Fig. 1: run 1, track usage over the die
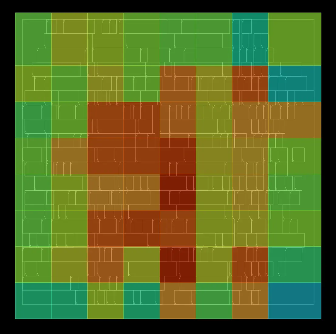
Fig. 2: run 1, PDN straps and rails
Pins as bars on the die edge.
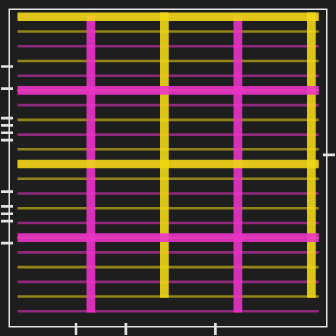
Fig. 3: run 1, M1 wires
Scale bar: 20 um. Supply wires on this layer in gray.
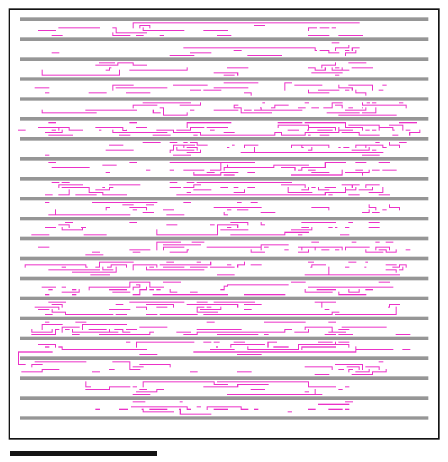
==> config.mk <==
export PLATFORM = sky130hd
export DESIGN_NAME = clkdiv_n
export DESIGN_NICKNAME = d
export VERILOG_FILES = /design/src/rtl/clkdiv_n.sv
export SDC_FILE = /design/constraint.sdc
export NUM_CORES = 1
export LEC_CHECK = 0
export ABC_AREA = 1
export ABC_CLOCK_PERIOD_IN_PS = 2700
export CAP_MARGIN = 20
export CORE_UTILIZATION = 55
export CTS_BUF_LIST = sky130_fd_sc_hd__clkbuf_16
export DETAILED_ROUTE_END_ITERATION = 8
export MAX_ROUTING_LAYER = met4
export PLACE_DENSITY = 0.8
export SYNTH_ARGS = -nofsm -noshare
export SYNTH_HDL_FRONTEND = slang
export SYNTH_SLANG_ARGS = --single-unit
==> constraint.sdc <==
create_clock -name clk -period 2.7 [get_ports clk]
set_input_delay 0.675 -clock clk [delete_from_list [all_inputs] [get_ports clk]]
set_output_delay 0.675 -clock clk [all_outputs]
set_load 0.05 [all_outputs]
==> src/rtl/clkdiv_n.sv <==
// Programmable integer clock divider.
// Produces a glitch-free divided clock of period N with 50% duty, where odd N
// gets its extra half cycle from a falling-edge copy of the high-phase flop.
// A shadow divisor register lets N change on the fly. The new value only takes
// effect at a period boundary, so no runt or stretched pulse is produced.
// A run enable finishes the current period before parking the output low.
module clkdiv_n #(
    parameter int CNT_W    = 8,
    parameter int DIV_INIT = 4
) (
    input  logic             clk,
    input  logic             rst_,
    input  logic             en,
    input  logic [CNT_W-1:0] div,
    input  logic             load,
    output logic             clk_out,
    output logic             tick,
    output logic             busy
);

    // Reset divisor. Values below 2 would give no meaningful period, so they
    // are raised to 2.
    localparam logic [CNT_W-1:0] DIV_RST = (DIV_INIT < 2) ? CNT_W'(2) : CNT_W'(DIV_INIT);

    function automatic logic [CNT_W-1:0] clamp_div(input logic [CNT_W-1:0] d);
        return (d < CNT_W'(2)) ? CNT_W'(2) : d;
    endfunction

    logic [CNT_W-1:0] cnt_reg,    cnt_next;
    logic [CNT_W-1:0] active_reg, active_next;
    logic [CNT_W-1:0] shadow_reg, shadow_next;
    logic             busy_reg,   busy_next;
    logic             run_reg,    run_next;
    logic             p_reg,      p_next;
    logic             tick_reg,   tick_next;
    logic             n_reg;
    logic             wrap;
    logic [CNT_W-1:0] half;

    // Next-state logic: advance the period counter, handle period boundaries
    // (wrap or start from park), apply pending divisors and capture new loads.
    always_comb begin
        cnt_next    = cnt_reg;
        active_next = active_reg;
        shadow_next = shadow_reg;
        busy_next   = busy_reg;
        run_next    = run_reg;
        wrap        = run_reg && (cnt_reg == (active_reg - CNT_W'(1)));

        if (!run_reg || wrap) begin
            // A boundary: either a new period starts or the block parks.
            cnt_next = '0;
            run_next = en;
            // A load in the boundary cycle itself defers to the next boundary,
            // so only a shadow value captured earlier is applied here. While
            // parked, a pending value waits until the block restarts.
            if (en && busy_reg && !load) begin
                active_next = shadow_reg;
                busy_next   = 1'b0;
            end
        end else begin
            cnt_next = cnt_reg + CNT_W'(1);
        end

        if (load) begin
            shadow_next = clamp_div(div);
            busy_next   = 1'b1;
        end

        // High phase covers cnt 0..floor(N/2)-1. For odd N the falling-edge
        // flop adds the missing half cycle.
        half      = active_next >> 1;
        p_next    = run_next && (cnt_next < half);
        tick_next = run_next && (cnt_next == '0);
    end

    // Rising-edge state, cleared asynchronously by rst_.
    always_ff @(posedge clk or posedge rst_) begin
        if (rst_) begin
            cnt_reg    <= '0;
            active_reg <= DIV_RST;
            shadow_reg <= DIV_RST;
            busy_reg   <= 1'b0;
            run_reg    <= 1'b0;
            p_reg      <= 1'b0;
            tick_reg   <= 1'b0;
        end else begin
            cnt_reg    <= cnt_next;
            active_reg <= active_next;
            shadow_reg <= shadow_next;
            busy_reg   <= busy_next;
            run_reg    <= run_next;
            p_reg      <= p_next;
            tick_reg   <= tick_next;
        end
    end

    // Half-cycle extension for odd divisors. It is held low for even N so
    // the duty stays exactly N/2.
    always_ff @(negedge clk or posedge rst_) begin
        if (rst_) begin
            n_reg <= 1'b0;
        end else begin
            n_reg <= p_reg & active_reg[0];
        end
    end

    // Output is built only from flop outputs through one OR gate.
    assign clk_out = p_reg | n_reg;
    assign tick    = tick_reg;
    assign busy    = busy_reg;

endmodule

==> run summary, run 1 <==
Results of the flow run.

dfrtp_1 takes more of the synthesized area than any other cell. The global routing usage summed across all routing layers stands at 0.238. Of the total power, combinational logic draws 0.047.

The worst setup path is launched from a flip-flop. The number of cells on the worst hold path stands at 2. TritonCTS built the clock tree. The first global-routing pass estimated 5.82 mm of wire. After the last flow step, the layout net total stands at 286.

The post-detailed-route count of antenna-violating nets stands at 0. The total number of vias stands at 1547. For reference, the placement row count at floorplan is 20.

The sequential standard cell area stands at 728 um2. The via count of the first global-routing pass stands at 1387. Setup slack on the worst reg-to-reg path comes out at 0.13 ns. The number of sinks handled by clock tree synthesis stands at 29. The checks that failed: setup timing. For this block, the initial DRC count from the detailed router was 57. The cell area after layout stands at 2340 um2. STA classifies the critical path endpoint as an output port. The clock slew at the register clock pins of the worst setup and hold paths stands at 0.05 ns. The placed cell area stands at 2020 um2. Cell internal power was estimated by the tool at 0.000900 W.

The number of inserted diodes stands at 0. The remaining global-route overflow stands at 0. After synthesis the cells add up to 1750 um2. The source-to-sink clock delay at the later pin of the worst-skew pair stands at 0.30 ns. The path class of the tightest hold or removal check is flip-flop to flip-flop. The portion of synthesized cell area occupied by the leading cell type stands at 0.372. The clock H-tree reported by CTS has 2 levels. The number of top-level pins stands at 15. Per the OpenROAD power report, leakage power amounts to 1.19 nW. The final estimated routing congestion in global placement stands at 0.825.

The final design utilization stands at 0.772. The area taken by multi-input combinational cells is reported as 967 um2. The endpoint of the worst hold path is reported as shadow_reg[1]. The script computed a power per unit cell area of 477 nW/um2. The critical path is of the flip-flop to output port type. The floorplan die area stands at 3410 um2. The number of distinct library cells after synthesis stands at 32. The register share after synthesis stands at 0.417. For this design, the CTS-stage hold fixing added 0 buffers.

Per the cell usage report, the commonest logic cells after layout are 69 x nand2_1, 29 x inv_1, 26 x dfrtp_1. The sequential share of power stands at 0.404. The initial antenna violation count stands at 0. The relative slew slack stands at 0.629.

After layout, the worst setup slack is -0.322 ns. Counting the warning lines in the Yosys log gives 0. Setup repair after global routing could not meet its margin everywhere. The transition at the pin with the smallest max-transition slack stands at 0.554 ns. The number of synthesized register bits stands at 29. Along the worst path, the maximum fanout reaches 1. The report counts max-capacitance violations totalling 0.

The number of hold violations in the final report stands at 0. The startpoint identified for the worst hold timing path is shadow_reg[1]. Dividing the detail-routed wire length by the instance count gives 11.8 um. Hold timing on the final database bottoms out at a slack of 0.496 ns. The switching part of the total stands at 0.193. The floorplan utilization stands at 0.577. The fraction of final layout cells sized beyond drive strength 1 stands at 0.270. The tally of buffers added on design ports stands at 14. The largest net degree at the start of global routing stands at 29.

Per the CTS log, the buffer count on the longest clock path is 2. In the placement report, post-DP HPWL is listed as 2.65 mm. Max-slew check failures listed in the final report amount to 0. Per the CTS log, the root buffer master is clkbuf_16. After synthesis, the cell types taking the most area are dfrtp_1 37%, nand2_1 15%, inv_1 6.4%. For the worst reg-to-reg path, the startpoint reported by OpenROAD is active_reg[1]. The layout has 204 filler cells.

The area growth from synthesis to layout stands at 33.7%. Dividing the detail-routed via count by the number of cells gives 4.97. The worst-case reg-to-reg path depth stands at 20. The total net switching power stands at 0.000215 W. The worst clock skew on the final layout stands at 0.0253 ns. The area of the synthesized netlist per yosys stat stands at 1750 um2.

The endpoint required time on the critical path stands at 2.03 ns. In this run the critical register-to-register path is captured at p_reg. The library cell used most frequently in the layout, excluding fill and tap cells, is nand2_1. The number of buffers created by CTS stands at 5.

The final report lists the setup-violating endpoint count as 1. The run finished, with violations left. The synthesized instance count is 234.

The number of remaining DRC errors stands at 0. The cell count in the Yosys report stands at 234. The data arrival time of the critical path stands at 2.35 ns.

Warnings raised by the tools during the run amount to 28. The per-instance average area after synthesis stands at 7.47 um2. The clock network power share stands at 0.549. Per the post-synthesis report, the nets total 254. For this run, the detailed router's first-pass iteration total came to 4.
Back to the opening pictures, Fig. 1:
most crowded layer after global routing: met2
routing usage on met3: 0.0615
global routing met2 resource utilization: 0.404

Back to the opening pictures, Fig. 2:
- yellow: VDD
- magenta: VSS
- met1 rails: 21
- met4 straps: 4
- met5 straps: 4
- rows: 20
die height: 58.4 um
Worst VDD drop: 437 uV
core region area: 3030 um2
die width: 58.4 um

Back to the opening pictures, Fig. 3:
- main direction: horizontal
- longest straight run: 30.8 um
- nets with wire on the layer: 259
- share of all routed wire: 42%
Total Routed Length: 3.66 mm
GR met1 Demand/Resource: 0.289

## run 1: worst max path at each step
stage               endpoint  slack (ns)   from  cells after the start
CTS                  clk_out       -0.33  n_reg                      2
global route         clk_out       -0.34  n_reg                      2
finish               clk_out       -0.32  n_reg                      2
floorplan            clk_out        0.08  n_reg                      1
global placement     clk_out      -0.006  n_reg                      2
detailed placement   clk_out       -0.01  n_reg                      2
## run 1: power by group through the flow
| stage | registers, W | logic (W) | clock network, W |
|---|---|---|---|
| after floorplan | 0.000457 | 0.0000227 | 0 |
| after global placement | 0.000457 | 0.0000487 | 0 |
| after detailed placement | 0.000458 | 0.0000497 | 0 |
| after CTS | 0.000451 | 0.0000508 | 0.000618 |
| after global routing | 0.000452 | 0.0000592 | 0.000646 |
| final | 0.000451 | 0.0000523 | 0.000613 |
## run 1: kinds of logic (layout without fill, tap and decap cells)
group,count (synthesis),in the layout,synth area share
AND-OR/OR-AND,22,22,0.0716
XOR/XNOR,4,4,0.0200
adder cells (fa/ha/maj),8,8,0.0573
buffers and inverters,48,80,0.107
flip-flops,29,29,0.417
AND/OR/NAND/NOR,123,124,0.327
## run 1: cell type report
class,count,area share
Multi-Input combinational cell,158,0.414
Sequential cell,29,0.312
Timing Repair Buffer,26,0.106
Inverter,46,0.0739
Clock buffer,5,0.0535
Tap cell,44,0.0236
Clock inverter,3,0.0177
## run 1: routing by layer
layer	wire (um)	track usage	vias up
met1	1540	0.289	721
met2	1940	0.404	31
li1	-	-	790
met5	0	-	-
met4	50	0.0510	0
met3	126	0.0615	5
## run 1: critical path: stages (launching register included)
cell and delay, ns:
dfrtn_1 0.32, or2_4 0.23, buf_12 0.15
## run 1: metrics by stage
step                      std cells  worst slack, ns  total power (W)  setup TNS (ns)
final                           311           -0.322          0.00112          -0.322
after global routing            311           -0.343          0.00116          -0.366
after CTS                       308           -0.328          0.00112          -0.328
after detailed placement        300          -0.0122         0.000507         -0.0122
after global placement          300         -0.00645         0.000506        -0.00645
after floorplan                 234           0.0753         0.000479               0
## run 1: Yosys cell counts, drive strengths merged
cell / instances
nand2: 77
inv: 46
dfrtp: 26
nor2: 18
o21ai: 16
nand3: 15
ha: 8
nor3: 5
a21oi: 4
or2: 4
xor2: 4
dfstp: 2
nand4: 2
a22oi: 1
buf: 1
clkbuf: 1
dfrtn: 1
nor4: 1
o22ai: 1
or4: 1
## run 1: repair_timing
| action | in CTS | in global routing |
|---|---|---|
| resized | 2 | 19 |
| pin swaps | 0 | 11 |
| setup endpoints to repair | 2 | 2 |
| setup buffers | 0 | 2 |
| gates cloned | 0 | 1 |
==> run 2: changes to the inputs <==
Settings changed: CELL_PAD_IN_SITES_DETAIL_PLACEMENT set to 1, CELL_PAD_IN_SITES_GLOBAL_PLACEMENT set to 1, CORE_UTILIZATION 55 to 35, PLACE_DENSITY 0.8 to 0.72, TNS_END_PERCENT set to 50.
Fig. 4: run 2, track usage over the die
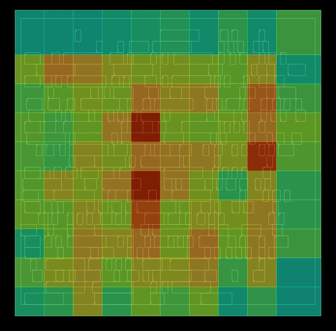
global routing met2 resource utilization: 0.328
GR met1 Demand/Resource: 0.232
total routing usage reported by global routing: 0.195

Fig. 5: run 2, gate-type map
Scale bar: 20 um.
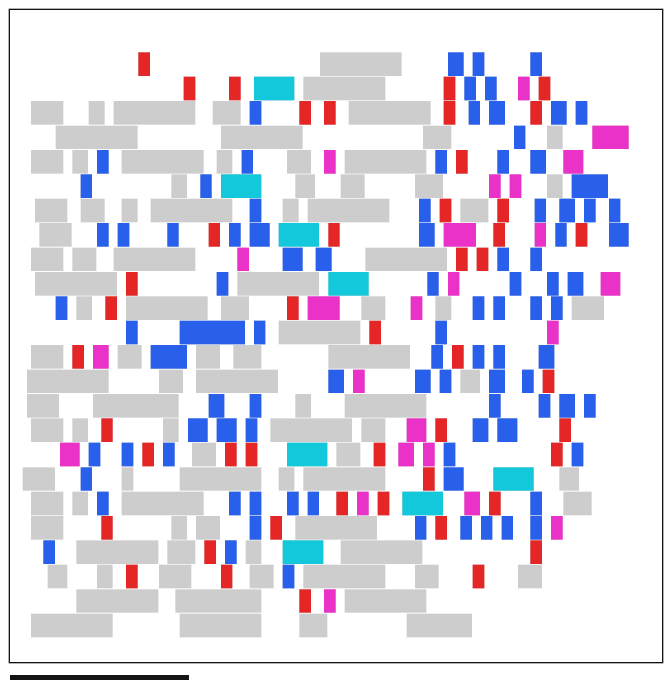
- blue: nand cells (cells 94; most used nand2_1)
- magenta: nor cells (cells 24; most used nor2_1)
- cyan: fa/ha/maj cells (cells 8; most used ha_1)
- red: inv cells (cells 46; most used inv_1; where widely spread)
Final Non-Filler Cells: 334
most numerous logic cell after layout: nand2_1
multi-input gate share of total cell area: 0.381

==> run 2 against run 1 <==
  * The run still ends with setup timing left
  * Cell area decreased by 5.2%
  * Via count fell by 4.1%
  * Cell count is 7.4% higher
  * Critical path depth unchanged
  * Clock-buffer cell count is the same
  * Clock skew is 0.0036 ns higher
  * Combinational power down 4%
  * Highest routed layer unchanged
==> run summary, run 2 <==
Results of the flow run.

The worst clock skew on the final layout stands at 0.0289 ns. The area fraction of the largest cell type after synthesis is 0.372. The area of the synthesized netlist per yosys stat stands at 1750 um2. In this run the critical register-to-register path is captured at p_reg. The clock net in this run drives a total of 29 sinks. OpenROAD emitted warnings numbering 28. In the final layout, the fill cell count is 616. The number of slew-limit violations in the final report stands at 0. The count of flip-flops with a built-in enable after synthesis stands at 0. For reference, the top logic cell family by area is simple AND/OR/NAND/NOR gates. For this run the top cell type by instance count after synthesis was nand2_1. The die outline height stands at 72.7 um. The largest fanout of any net on the critical path stands at 1.

The number of synthesized register bits stands at 29. Per the log, the first TritonRoute iteration ended with a DRC count of 44. The global router reports that the layer with the highest usage is met2.

The placement summary gives the final routability congestion estimate as 0.751. The OpenROAD report gives the critical path a data arrival time of 2.35 ns. The sequential cells in the finished layout cover a total of 728 um2. The source-to-sink clock delay at the later pin of the worst-skew pair stands at 0.30 ns. STA shows the worst min-delay path finishing at shadow_reg[6].

For this run, the post-layout net count is 286. Once detailed placement completed, the half-perimeter wirelength came to 3.28 mm. The cell area after layout stands at 2210 um2. Counting tap cells, the placed design contains a total of 326 instances.

The worst hold path passes through 2 cells. The worst hold path begins at shadow_reg[6]. Among all flip-flop cells after synthesis, the most frequent one is dfrtp_1.

STA classifies the critical path endpoint as an output port. The register share after synthesis stands at 0.417. Per the TritonCTS log, the buffer count is 5. The final antenna diode tally reported by the flow is 0. The H-tree was split into 2 levels. Per the run summary, max-cap violations total 0. The maximum vdd ir drop stands at 390 uV.

The relative slew slack stands at 0.670. After layout, the worst setup slack is -0.326 ns. The checks that failed: setup timing.

The placeable core area stands at 4750 um2. The post-synthesis mux area share stands at 0. The initial antenna violation count stands at 0. The final timing report lists a hold violation count of 0. The script logs the mean routed wire length per placed instance as 12.0 um. For the pin with the worst max-slew slack, the measured transition is 0.493 ns. For this design the static power due to leakage is 1.19 nW. The floorplan die area stands at 5280 um2.

The area growth from synthesis to layout stands at 26.7%. The total overflow left after global routing is 0. The combined area of all synthesized cells stands at 1750 um2. The per-instance average area after synthesis stands at 7.47 um2. Detailed placement reports a standard cell area of 2070 um2. By startpoint and endpoint, the worst setup path is classified as flip-flop to output port. STA classifies the critical path startpoint as a flip-flop. The number of top-level pins stands at 15. In this run the critical register-to-register path is launched from active_reg[1]. The areal power density over the cells stands at 457 nW/um2. Leaving out buffers and inverters, the combinational logic in the layout accounts for 843 um2. In the Yosys report the total cell count is 234.

Post-CTS timing repair inserted 0 buffers for setup. The cell-mix breakdown from Yosys lists the compound-gate area share as 0.0716. The main area contributors are dfrtp_1 37%, nand2_1 15%, inv_1 6.4%. The largest total area in the synthesized netlist belongs to dfrtp_1.

The cell sitting at the root of the clock tree is a clkbuf_16. Per the detail_route report, vias per standard cell equal 4.44. The tightest min-delay check is of the flip-flop to flip-flop type.

As logged by OpenROAD, the buffers inserted on ports number 14. Counting every net in the synthesized netlist gives 254. The post-detailed-route count of antenna-violating nets stands at 0. The run finished, with violations left. The worst setup slack for register-to-register paths stands at 0.04 ns. The number of distinct library cells after synthesis stands at 32.

The final report lists the setup-violating endpoint count as 1. Buffers inserted to repair hold after CTS numbered 0. The first detailed-routing pass took 4 iterations.

The xor/xnor share of the synthesized area stands at 0.0200. The fraction of final layout cells sized beyond drive strength 1 stands at 0.221. Ranked by instance count, the synthesized netlist is headed by 69 x nand2_1, 30 x inv_1, 26 x dfrtp_1, 16 x inv_2, 15 x nand3_1.
Fig. 6: run 2, M1 wires
Scale bar: 20 um. Supply wires on this layer in gray.
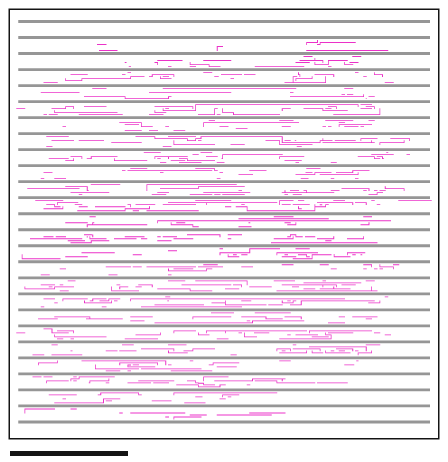
- main direction: horizontal
- wire length on this layer: 1870 um
- share of all routed wire: 47%
- nets with wire on the layer: 259
- longest straight run: 39.6 um
overall via count from detail_route: 1483
Total Routed Length: 4.01 mm

run 2: cell counts after synthesis:
Identical to the previous run, type by type.
run 2: logic make-up (layout without fill, tap and decap cells):
family	after synthesis	count (layout)
buffers and inverters	48	81
and+or+nand+nor	123	123
DFF	29	29
AOI/OAI and AO/OA	22	22
xor gates and xnor gates	4	4
adders and majority gates	8	8
run 2: final cells by class:
cell class,instances,area share
multi-input cells,157,0.381
clock buffers,5,0.0565
clock inverters,3,0.00621
inverters,46,0.0780
flip-flops and latches,29,0.329
repair buffers,27,0.112
well taps,67,0.0379
run 2: worst max-delay path: stages (launching register included):
cell	delay (ns)
dfrtn_1	0.32
or2_4	0.23
buf_12	0.15
run 2: timing repair:
| action | in CTS | in global routing |
|---|---|---|
| endpoints found under the setup margin | 2 | 2 |
| hold endpoints to repair | 0 | 0 |
| gates resized | 2 | 0 |
run 2: through the flow:
step / power, W / util / setup WS, ns / TNS (ns) / hold slack (ns)
CTS: 0.00102 / 0.466 / -0.332 / -0.342 / 0.489
finish: 0.00101 / 0.466 / -0.326 / -0.326 / 0.482
global route: 0.00106 / 0.466 / -0.342 / -0.642 / 0.527
detailed placement: 0.000510 / 0.435 / -0.0160 / -0.0299 / 0.477
floorplan: 0.000479 / - / 0.0753 / 0 / 0.442
global placement: 0.000507 / 0.435 / -0.00593 / -0.00593 / 0.465
run 2: worst max path at each step:
stage                     start      end  slack, ns  depth (start not counted)
after detailed placement  n_reg  clk_out      -0.02                          2
after floorplan           n_reg  clk_out       0.08                          1
after global placement    n_reg  clk_out     -0.006                          2
after CTS                 n_reg  clk_out      -0.33                          2
final                     n_reg  clk_out      -0.33                          2
after global routing      n_reg  clk_out      -0.34                          2
run 2: report_power, final:
| group | switching [W] | leakage (nW) | internal [W] | total [W] |
|---|---|---|---|---|
| clock | 0.000177 | 0.0748 | 0.000332 | 0.000509 |
| combinational | 0.0000272 | 0.760 | 0.0000230 | 0.0000503 |
| sequential | 0.00000431 | 0.350 | 0.000448 | 0.000452 |
| total | 0.000208 | 1.19 | 0.000803 | 0.00101 |
run 2: metal layers:
metal,part of all wire,up-vias
li1,-,788
met1,0.47,671
met2,0.50,19
met3,0.022,5
met4,0.015,0
met5,0,-
Power and IR drop assume default switching activity.
